<file path="src/rtl/pulse_swallow_ctrl_pkg.sv">
`default_nettype none
// ============================================================================
// Module   : pulse_swallow_ctrl_pkg
// Purpose  : Shared constants for the pulse-swallow sequencing controller:
//            state encoding, modulus-control levels and default field width.
// Revision : 1.0 - initial release
// ============================================================================
package pulse_swallow_ctrl_pkg;

  // Default width of the P/S fields and the frame counters
  localparam int CW_DEFAULT = 8;

  // Controller states
  localparam logic [1:0] ST_IDLE    = 2'd0;
  localparam logic [1:0] ST_SWALLOW = 2'd1;
  localparam logic [1:0] ST_MAIN    = 2'd2;

  // Modulus-control levels seen by the 2/3 divider
  localparam logic MC_DIV2 = 1'b0;
  localparam logic MC_DIV3 = 1'b1;

endpackage : pulse_swallow_ctrl_pkg
`default_nettype wire

</file>
<file path="src/rtl/pulse_swallow_cfg_reg.sv">
`default_nettype none
// ============================================================================
// Module   : pulse_swallow_cfg_reg
// Purpose  : Pending/active (P, S) register pair with valid/ready intake and
//            legality check. A load request promotes the pending config to
//            active; load_p/load_s present whichever config a frame load uses.
// Revision : 1.0 - initial release
// ============================================================================
module pulse_swallow_cfg_reg
  import pulse_swallow_ctrl_pkg::*;
#(
  parameter int CW = CW_DEFAULT
) (
  input  logic          clk,
  input  logic          reset,
  input  logic          cfg_valid,
  input  logic [CW-1:0] cfg_p,
  input  logic [CW-1:0] cfg_s,
  input  logic          load,
  output logic          cfg_ready,
  output logic          cfg_err,
  output logic          pend_v,
  output logic          act_v,
  output logic [CW-1:0] load_p,
  output logic [CW-1:0] load_s
);

  logic [CW-1:0] pend_p;
  logic [CW-1:0] pend_s;
  logic [CW-1:0] act_p;
  logic [CW-1:0] act_s;
  logic          accept;
  logic          legal;

  // Handshake completes whenever the shadow register is empty; legal means
  // at least one program tick and no more swallow ticks than program ticks.
  assign cfg_ready = !pend_v;
  assign accept    = cfg_valid && !pend_v;
  assign legal     = (cfg_p != '0) && (cfg_s <= cfg_p);

  // A frame load takes the pending config when present, else repeats active
  assign load_p = pend_v ? pend_p : act_p;
  assign load_s = pend_v ? pend_s : act_s;

  // Pending register: filled by a legal transfer, drained by a frame load.
  // Both cannot coincide because a transfer needs pend_v low.
  always_ff @(posedge clk or negedge reset) begin
    if (!reset) begin
      pend_v <= 1'b0;
      pend_p <= '0;
      pend_s <= '0;
    end else if (load && pend_v) begin
      pend_v <= 1'b0;
    end else if (accept && legal) begin
      pend_v <= 1'b1;
      pend_p <= cfg_p;
      pend_s <= cfg_s;
    end
  end

  // Active register: updated only when a frame load consumes the pending one
  always_ff @(posedge clk or negedge reset) begin
    if (!reset) begin
      act_v <= 1'b0;
      act_p <= '0;
      act_s <= '0;
    end else if (load && pend_v) begin
      act_v <= 1'b1;
      act_p <= pend_p;
      act_s <= pend_s;
    end
  end

  // Rejected offers are consumed and flagged for exactly one cycle
  always_ff @(posedge clk or negedge reset) begin
    if (!reset) begin
      cfg_err <= 1'b0;
    end else begin
      cfg_err <= accept && !legal;
    end
  end

endmodule : pulse_swallow_cfg_reg
`default_nettype wire

</file>
<file path="src/rtl/pulse_swallow_ctrl.sv">
`default_nettype none
// ============================================================================
// Module   : pulse_swallow_ctrl
// Purpose  : Drives the modulus control of a 2/3 divider so each frame spans
//            2*P + S input clocks: S divider cycles at /3 then P-S at /2.
//            Counts divider output ticks and applies new configs at frame
//            boundaries only.
// Revision : 1.0 - initial release
// ============================================================================
module pulse_swallow_ctrl
  import pulse_swallow_ctrl_pkg::*;
#(
  parameter int CW = CW_DEFAULT
) (
  input  logic          clk,
  input  logic          reset,
  input  logic          enable,
  input  logic          presc_tick,
  input  logic          cfg_valid,
  output logic          cfg_ready,
  input  logic [CW-1:0] cfg_p,
  input  logic [CW-1:0] cfg_s,
  output logic          mc,
  output logic          frame_pulse,
  output logic [CW-1:0] p_count,
  output logic [CW-1:0] s_count,
  output logic          cfg_err
);

  logic [1:0]    state;
  logic [1:0]    next_state;
  logic [CW-1:0] p_next;
  logic [CW-1:0] s_next;
  logic          frame_end;
  logic          load;
  logic          mc_next;
  logic          pend_v;
  logic          act_v;
  logic [CW-1:0] load_p;
  logic [CW-1:0] load_s;

  pulse_swallow_cfg_reg #(
    .CW (CW)
  ) u_cfg (
    .clk       (clk),
    .reset     (reset),
    .cfg_valid (cfg_valid),
    .cfg_p     (cfg_p),
    .cfg_s     (cfg_s),
    .load      (load),
    .cfg_ready (cfg_ready),
    .cfg_err   (cfg_err),
    .pend_v    (pend_v),
    .act_v     (act_v),
    .load_p    (load_p),
    .load_s    (load_s)
  );

  // State, counters and registered outputs
  always_ff @(posedge clk or negedge reset) begin
    if (!reset) begin
      state       <= ST_IDLE;
      p_count     <= '0;
      s_count     <= '0;
      mc          <= MC_DIV2;
      frame_pulse <= 1'b0;
    end else begin
      state       <= next_state;
      p_count     <= p_next;
      s_count     <= s_next;
      mc          <= mc_next;
      frame_pulse <= frame_end;
    end
  end

  // Next state and counter values; a frame end reloads and overrides the
  // swallow-to-main step so an S=P frame stays at /3 throughout.
  always_comb begin
    next_state = state;
    p_next     = p_count;
    s_next     = s_count;
    frame_end  = 1'b0;
    load       = 1'b0;
    if (!enable) begin
      next_state = ST_IDLE;
      p_next     = '0;
      s_next     = '0;
    end else begin
      case (state)
        ST_IDLE: begin
          // Needs either a waiting config or a retained one from before
          if (pend_v || act_v) begin
            load = 1'b1;
          end
        end
        ST_SWALLOW, ST_MAIN: begin
          if (presc_tick) begin
            if (p_count == CW'(1)) begin
              frame_end = 1'b1;
              load      = 1'b1;
            end else begin
              if (p_count != '0) begin
                p_next = p_count - CW'(1);
              end
              if (state == ST_SWALLOW) begin
                if (s_count != '0) begin
                  s_next = s_count - CW'(1);
                end
                if (s_count <= CW'(1)) begin
                  next_state = ST_MAIN;
                end
              end
            end
          end
        end
        default: begin
          next_state = ST_IDLE;
          p_next     = '0;
          s_next     = '0;
        end
      endcase
      if (load) begin
        p_next     = load_p;
        s_next     = load_s;
        next_state = (load_s != '0) ? ST_SWALLOW : ST_MAIN;
      end
    end
  end

  // Modulus control follows the state being entered on the same edge
  always_comb begin
    mc_next = (next_state == ST_SWALLOW) ? MC_DIV3 : MC_DIV2;
  end

endmodule : pulse_swallow_ctrl
`default_nettype wire

</file>
<file path="config.mk">
export PLATFORM = sky130hd
export DESIGN_NAME = pulse_swallow_ctrl
export DESIGN_NICKNAME = d
export VERILOG_FILES = /design/src/rtl/pulse_swallow_ctrl_pkg.sv /design/src/rtl/pulse_swallow_cfg_reg.sv /design/src/rtl/pulse_swallow_ctrl.sv
export SDC_FILE = /design/constraint.sdc
export NUM_CORES = 1
export LEC_CHECK = 0
export ABC_CLOCK_PERIOD_IN_PS = 7400
export CORE_UTILIZATION = 50
export CTS_CLUSTER_SIZE = 16
export DETAILED_ROUTE_END_ITERATION = 8
export PLACE_DENSITY = 0.73
export SLEW_MARGIN = 30
export SYNTH_ARGS = -nofsm -noshare
export SYNTH_HDL_FRONTEND = slang
export SYNTH_SLANG_ARGS = --single-unit
</file>
<file path="constraint.sdc">
create_clock -name clk -period 7.4 [get_ports clk]
set_input_delay 2.22 -clock clk [delete_from_list [all_inputs] [get_ports clk]]
set_output_delay 2.22 -clock clk [all_outputs]
set_load 0.03 [all_outputs]
</file>
==> notes.md, run 1 <==
## Critical path
* 17 — Max FO, Critical Path
* 7 — depth of the worst register-to-register path

## Outcome
* complete, no violations — run status

## Finish
* sky130_fd_sc_hd__dfrtp_1 — most used logic cell in the final layout
* 1380 µm² — FF+latch area
* 55 x sky130_fd_sc_hd__dfrtp_1, 39 x sky130_fd_sc_hd__clkdlybuf4s50_1, 26 x sky130_fd_sc_hd__inv_1 — most frequent cells in the layout
* 44.2% — combinational share of cell area
* 13.5% — fraction of final layout cells sized beyond drive strength 1
* 530 — fill cell total of the finished layout
* 55 — number of sequential cells in the layout
* 369 — net total in the final layout

## Detailed routing
* 3360 µm — routed length on met1
* met4 — top routing layer used
* 0 — DRC errors left
* 158 — first-iteration detailed-routing DRC count

## Die
* 41 — Boundary Pins
* 53.1% — fraction of the core area occupied by cells at floorplan
* 75 — well tap count

## Clock tree
* 0 — count of hold buffers inserted by post-cts repair
* 0 — post-cts resize count
* 2 — Max Buffers Root-to-Sink
* sky130_fd_sc_hd__clkbuf_8 — Clock Tree Root

## Final timing
* 0.00713 ns — Fin Clk Skew
* 0 — pins over their slew limit
* 64.1% — final clock period utilization by the worst path
* 0.211 GHz — maximum clock rate

## Min path
* reg2reg — Min-Delay Path Class
* 1 — number of cells traversed by the worst hold path

## Yosys
* 3220 µm² — area reported by Yosys stat
* 332 — synthesized netlist net count
* 3220 µm² — post-synthesis instance area
* 10.9 µm² — post-synthesis area per instance
* 295 — post-synthesis cell count
* 0 — post-synth tally of flip-flops with integrated enable

## Placed design
* 3650 µm² — Area after DPL
* 2.34 ns — dpl ws
* 5220 µm — detailed-placement wirelength estimate
* 0.953 — routability congestion estimate

## Global routing
* 2419 — number of global-route vias before repair
* 11700 µm — first-pass GRT wire length

## Power
* 0.209 mV — VDD IR max
* 0.00159 W — total power
* 1.63 nW — cell leakage power

## run 1: registers in the layout (all words and copies together) (netlist names)
register and cells:
frame_pulse 1, mc 1, p_count 8, s_count 8, state 2, u_cfg.act_p 8, u_cfg.act_s 8, u_cfg.act_v 1
u_cfg.cfg_err 1, u_cfg.pend_p 8, u_cfg.pend_s 8, u_cfg.pend_v 1
## run 1: worst max-delay path: stages
cell	delay, ns
sky130_fd_sc_hd__clkdlybuf4s50_1	0.52
sky130_fd_sc_hd__inv_1	0.06
sky130_fd_sc_hd__ha_1	0.31
sky130_fd_sc_hd__and4b_1	0.21
sky130_fd_sc_hd__a211o_1	0.29
sky130_fd_sc_hd__o211ai_2	0.39
sky130_fd_sc_hd__nand2_1	0.46
sky130_fd_sc_hd__mux2_1	0.46
## run 1: where the power goes
group          switching [W]  internal (W)  total (W)
logic               0.000442      0.000380   0.000822
clock network       0.000104      0.000103   0.000206
registers           0.000127      0.000431   0.000558
## run 1: Yosys cell counts, types with 2 or more instances
cell type	count	area [µm²]
sky130_fd_sc_hd__mux2_2	15	169
sky130_fd_sc_hd__o22ai_1	8	50.1
sky130_fd_sc_hd__or3_1	2	12.5
sky130_fd_sc_hd__buf_6	2	22.5
sky130_fd_sc_hd__o21ai_0	8	40.0
sky130_fd_sc_hd__inv_1	26	97.6
sky130_fd_sc_hd__dfrtp_1	55	1380
sky130_fd_sc_hd__and2_1	3	18.8
sky130_fd_sc_hd__buf_2	6	30.0
sky130_fd_sc_hd__a211oi_1	4	30.0
sky130_fd_sc_hd__o211ai_1	2	15.0
sky130_fd_sc_hd__nor3_1	9	45.0
sky130_fd_sc_hd__nor4_1	8	50.1
sky130_fd_sc_hd__a311oi_1	2	17.5
sky130_fd_sc_hd__o21ai_1	9	45.0
sky130_fd_sc_hd__clkbuf_1	3	11.3
sky130_fd_sc_hd__o32a_1	4	40.0
sky130_fd_sc_hd__nor2_1	10	37.5
sky130_fd_sc_hd__a2bb2oi_1	2	17.5
sky130_fd_sc_hd__nand4_1	4	25.0
sky130_fd_sc_hd__nor3b_1	2	15.0
sky130_fd_sc_hd__mux2_1	8	90.1
sky130_fd_sc_hd__a32oi_1	5	43.8
sky130_fd_sc_hd__mux2_4	9	135
sky130_fd_sc_hd__nand3_1	3	15.0
sky130_fd_sc_hd__or4b_4	2	27.5
sky130_fd_sc_hd__nand2_1	12	45.0
sky130_fd_sc_hd__a22o_1	8	70.1
sky130_fd_sc_hd__nand2b_1	3	18.8
sky130_fd_sc_hd__buf_4	2	15.0
sky130_fd_sc_hd__a211o_1	2	17.5
sky130_fd_sc_hd__a21oi_1	8	40.0
sky130_fd_sc_hd__ha_1	16	200
sky130_fd_sc_hd__a21o_1	2	15.0
sky130_fd_sc_hd__mux2i_1	11	110
## run 1: logic make-up after synthesis
kind of cell	share of synthesized area [%]
multiplexers	15.7
adder cells (fa/ha/maj)	6.22
AND/OR/NAND/NOR	11.5
flip-flops	42.8
AND-OR/OR-AND	17.8
XOR/XNOR	0.544
buffers and inverters	5.48
Run 1, met1 routing:
The bar under the picture is 20 µm long.
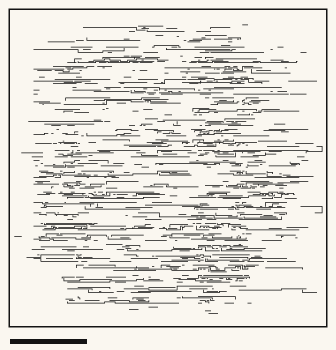
nets with wire on the layer = 322
main direction = horizontal
share of all routed wire = 47%
GRT met1 Usage: 32.4%
via total after detailed routing: 2536

Run 1, the metal 2 layer:
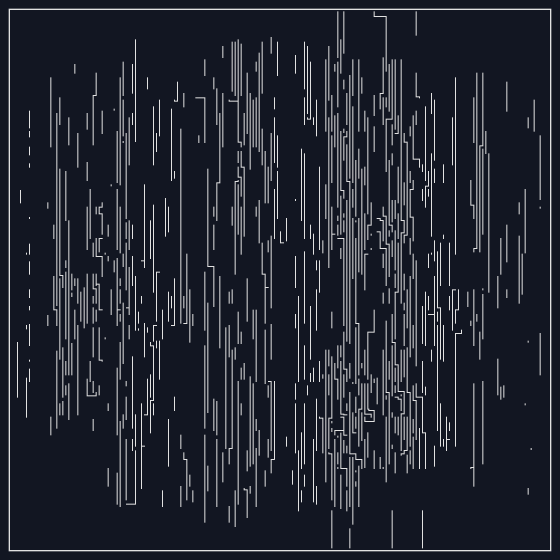
nets with wire on the layer = 318
longest straight run = 29.6 µm
main direction = vertical
met2 Track Usage GR: 35.5%
Total Wirelength: 7120 µm

Run 1, signal wires on met3:
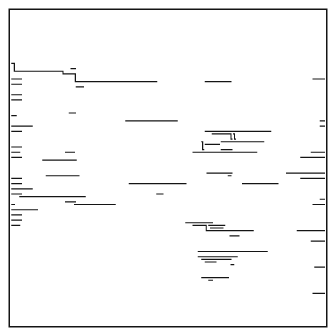
main direction = horizontal
nets with wire on the layer = 61
share of all routed wire = 5.6%
met3 global-route usage: 3.41%

Run 1, routing congestion map:
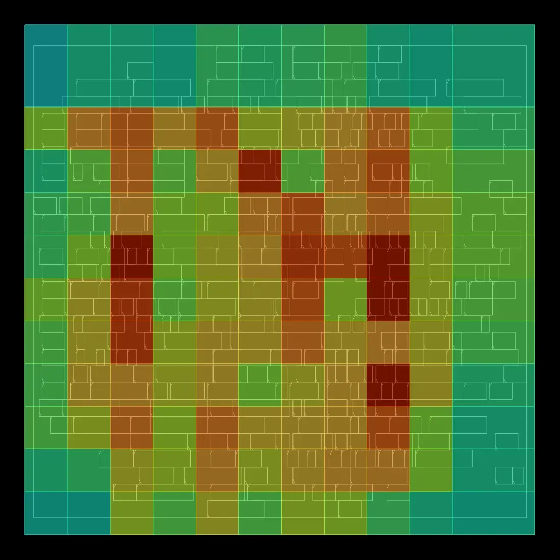
routed wirelength normalized by instance count: 17.5 µm
post-route core utilization: 62.2%
overall global routing resource usage: 22.9%
GRT busiest layer: met2

==> run 2: changes to the inputs <==
ABC_CLOCK_PERIOD_IN_PS = 4100   (was 7400)
PLACE_DENSITY = 0.76   (was 0.73)
clock period = 4.1 ns   (was 7.4 ns; I/O delays follow)
Run 2, the metal 2 layer:
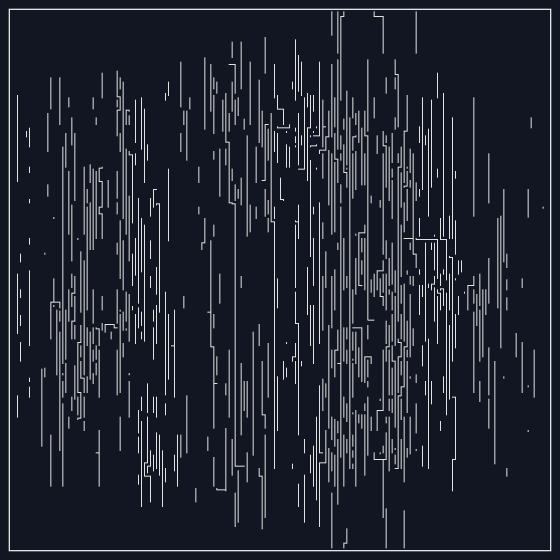
nets with wire on the layer = 327
longest straight run = 53.4 µm
main direction = vertical
met2 Track Usage GR: 36.3%
via total after detailed routing: 2501
Total Wirelength: 7020 µm

Run 2, met1 routing:
The bar under the picture is 20 µm long.
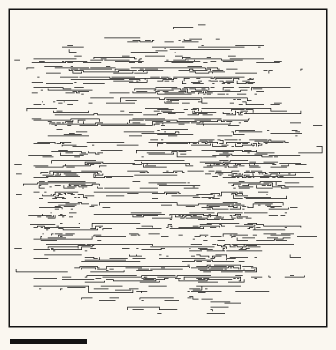
share of all routed wire = 48%
wire length on this layer = 3390 µm
nets with wire on the layer = 325
main direction = horizontal
GRT met1 Usage: 31.8%

==> run 2 against run 1 <==
Combinational power grew 82%. Worst hold slack lost 0.00056 ns. Non-clock buffer count grew 2. Cell count grew 0.49%. Sequential power grew 79%. Area after synthesis is the same. Clock skew shrank 0.0014 ns. Critical path depth is the same. Global-route usage grew 0.23 points. Design area grew 0.43%. Largest power group unchanged.
==> notes.md, run 2 <==
## Final timing
* 84.1% — final clock period utilization by the worst path
* 0.00573 ns — Fin Clk Skew, was 0.00713 ns
* 0 — pins over their slew limit, unchanged
* 0.290 GHz — maximum clock rate
* 0 — endpoints failing setup, unchanged
* 0.883 ns — measured slew at the worst slew-check pin, was 0.871 ns
* 0.652 ns — worst setup margin, was 2.66 ns

## Detailed routing
* 17.1 µm — routed wirelength normalized by instance count, was 17.5 µm
* 6.10 — via density per instance, was 6.22
* 208 — first-iteration detailed-routing DRC count, was 158
* 0 — DRC errors left, unchanged

## Yosys
* 0 — post-synth tally of flip-flops with integrated enable, unchanged
* 3220 µm² — post-synthesis instance area, unchanged
* 10.9 µm² — post-synthesis area per instance, unchanged
* 55 x sky130_fd_sc_hd__dfrtp_1, 26 x sky130_fd_sc_hd__inv_1, 16 x sky130_fd_sc_hd__ha_1 — most numerous cell types in the synthesized netlist, unchanged
* 3220 µm² — area reported by Yosys stat, unchanged
* 332 — synthesized netlist net count, unchanged
* 295 — post-synthesis cell count, unchanged
* sky130_fd_sc_hd__dfrtp_1 — Synth area leader, unchanged
* sky130_fd_sc_hd__dfrtp_1 43%, sky130_fd_sc_hd__ha_1 6.2%, sky130_fd_sc_hd__mux2_2 5.2% — dominant cells by area after synthesis, unchanged
* 42.8% — area fraction of the dominant cell type after synthesis, unchanged
* sky130_fd_sc_hd__dfrtp_1 — top-count cell post-synth, unchanged
* 55 — total of flip-flops plus latches after synthesis, unchanged

## Global routing
* 23.1% — overall global routing resource usage, was 22.9%
* 2493 — number of global-route vias before repair, was 2419
* 11800 µm — first-pass GRT wire length, was 11700 µm

## Min path
* reg2reg — Min-Delay Path Class, unchanged

## Power
* 1.65 nW — cell leakage power, was 1.63 nW
* 0.385 mV — VDD IR max, was 0.209 mV
* 52.2% — portion of total power attributed to combinational logic, was 51.8%
* 13.0% — relative contribution of the clock network to total power, about the same
* 0.00167 W — cell internal pwr, was 0.000914 W
* 34.8% — portion of total power attributed to sequential cells, was 35.2%
* 41.9% — proportion of total power due to net switching, was 42.4%

## Placed design
* 0.913 — routability congestion estimate, was 0.953
* 3670 µm² — Area after DPL, was 3650 µm²
* 5230 µm — detailed-placement wirelength estimate, was 5220 µm
* 0.305 ns — dpl ws, was 2.34 ns

## Finish
* 62.4% — post-route core utilization, was 62.2%
* 55 x sky130_fd_sc_hd__dfrtp_1, 39 x sky130_fd_sc_hd__clkdlybuf4s50_1, 26 x sky130_fd_sc_hd__inv_1 — most frequent cells in the layout, unchanged
* 371 — net total in the final layout, was 369
* 14.0% — fraction of final layout cells sized beyond drive strength 1, was 13.5%
* sky130_fd_sc_hd__dfrtp_1 — most used logic cell in the final layout, unchanged

## Critical path
* in2reg — worst setup path class, unchanged
* 17 — Max FO, Critical Path, unchanged

## Die
* 53.1% — fraction of the core area occupied by cells at floorplan, unchanged
* 82.2 µm — Die X, unchanged
* 28 — Rows, unchanged

## Clock tree
* 0 — post-cts resize count, unchanged
* 2 — Max Buffers Root-to-Sink, unchanged
* 0 — count of hold buffers inserted by post-cts repair, unchanged
* sky130_fd_sc_hd__clkbuf_8 — Clock Tree Root, unchanged
* 0.09 ns — clock transition at the registers of the reported paths, was 0.11 ns

## Outcome
* complete, no violations — run status, unchanged

Run 2, port wiring:
The bar under the picture is 20 µm long.
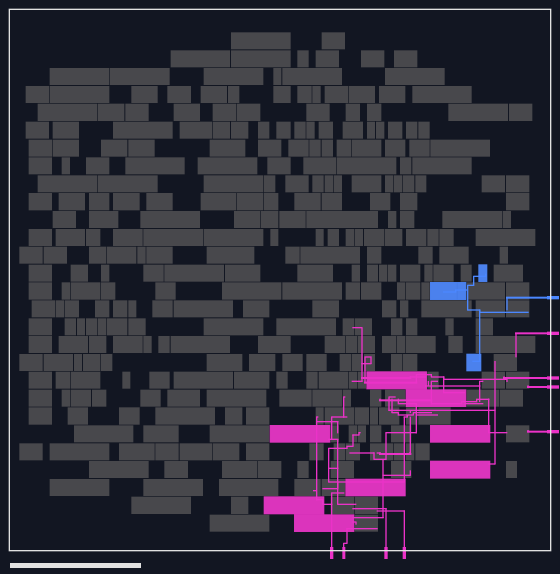
magenta -> p_count  # direction output, edge 4 bottom, 4 right, end cells 8, buffers 8, wire 347 µm
blue -> presc_tick  # direction input, edge right, end cells 4, buffers 1, wire 38.7 µm
Boundary Pins: 41
PortBufs: 40

[run 2: cell counts after synthesis]
Identical to the previous run, type by type.
[run 2: logic make-up (layout without fill, tap and decap cells)]
family | count (synthesis) | after routing | synth area share, %
AOI/OAI and AO/OA | 76 | 76 | 17.8
muxes | 43 | 43 | 15.7
buffers and inverters | 39 | 79 | 5.48
xor gates and xnor gates | 2 | 2 | 0.544
and+or+nand+nor | 64 | 64 | 11.5
adders and majority gates | 16 | 16 | 6.22
DFF | 55 | 55 | 42.8
[run 2: metrics by stage]
step | power, W | hold WS, ns
floorplan | 0.00207 | 0.435
global placement | 0.00245 | 0.455
detailed placement | 0.00249 | 0.462
CTS | 0.00287 | 0.485
global route | 0.00306 | 0.489
finish | 0.00288 | 0.487
[run 2: area by class of cell]
class | instances | area, µm²
Multi-Input combinational cell | 201 | 1670
Fill cell | 513 | 2280
Tap cell | 75 | 93.8
Timing Repair Buffer | 45 | 433
Sequential cell | 55 | 1380
Inverter | 26 | 97.6
Clock inverter | 2 | 35.0
Clock buffer | 6 | 82.6
[run 2: per-layer routing]
metal / wire (µm) / vias up / track usage (%) / share of wire (%)
li1: - / 1187 / - / -
met2: 3150 / 111 / 36.3 / 45
met1: 3390 / 1193 / 31.8 / 48
met4: 107 / 0 / 9.30 / 1.5
met5: 0 / - / 0 / 0
met3: 379 / 10 / 3.63 / 5.4
[run 2: power by group through the flow]
stage	logic, W	clock network [W]	registers, W
after floorplan	0.000987	0	0.00108
after global placement	0.00145	0	0.000999
after detailed placement	0.00148	0	0.00101
after CTS	0.00149	0.000382	0.000996
after global routing	0.00163	0.000401	0.00104
final	0.00150	0.000374	0.00100
[run 2: final timing paths]
kind                        startpoint              end  slack (ns)  cells past startpoint
hold / removal             u_cfg.act_v      u_cfg.act_v        0.49                      1
max in group asynchronous        reset   u_cfg.act_s[3]        2.44                      2
setup / recovery              cfg_p[3]  u_cfg.pend_s[6]        0.65                      8
setup reg to reg              state[0]       p_count[1]        1.16                      6
hold reg to reg            u_cfg.act_v      u_cfg.act_v        0.49                      1
min in group asynchronous        reset       p_count[7]        0.87                      1
[run 2: critical path, stage by stage]
cell and delay, ns:
sky130_fd_sc_hd__clkdlybuf4s50_1 0.52, sky130_fd_sc_hd__inv_1 0.07, sky130_fd_sc_hd__ha_1 0.32, sky130_fd_sc_hd__and4b_1 0.21, sky130_fd_sc_hd__a211o_1 0.30, sky130_fd_sc_hd__o211ai_2 0.18, sky130_fd_sc_hd__nand2_1 0.37, sky130_fd_sc_hd__mux2_1 0.44
No activity file was given, so power comes from the tool's default toggle rates.
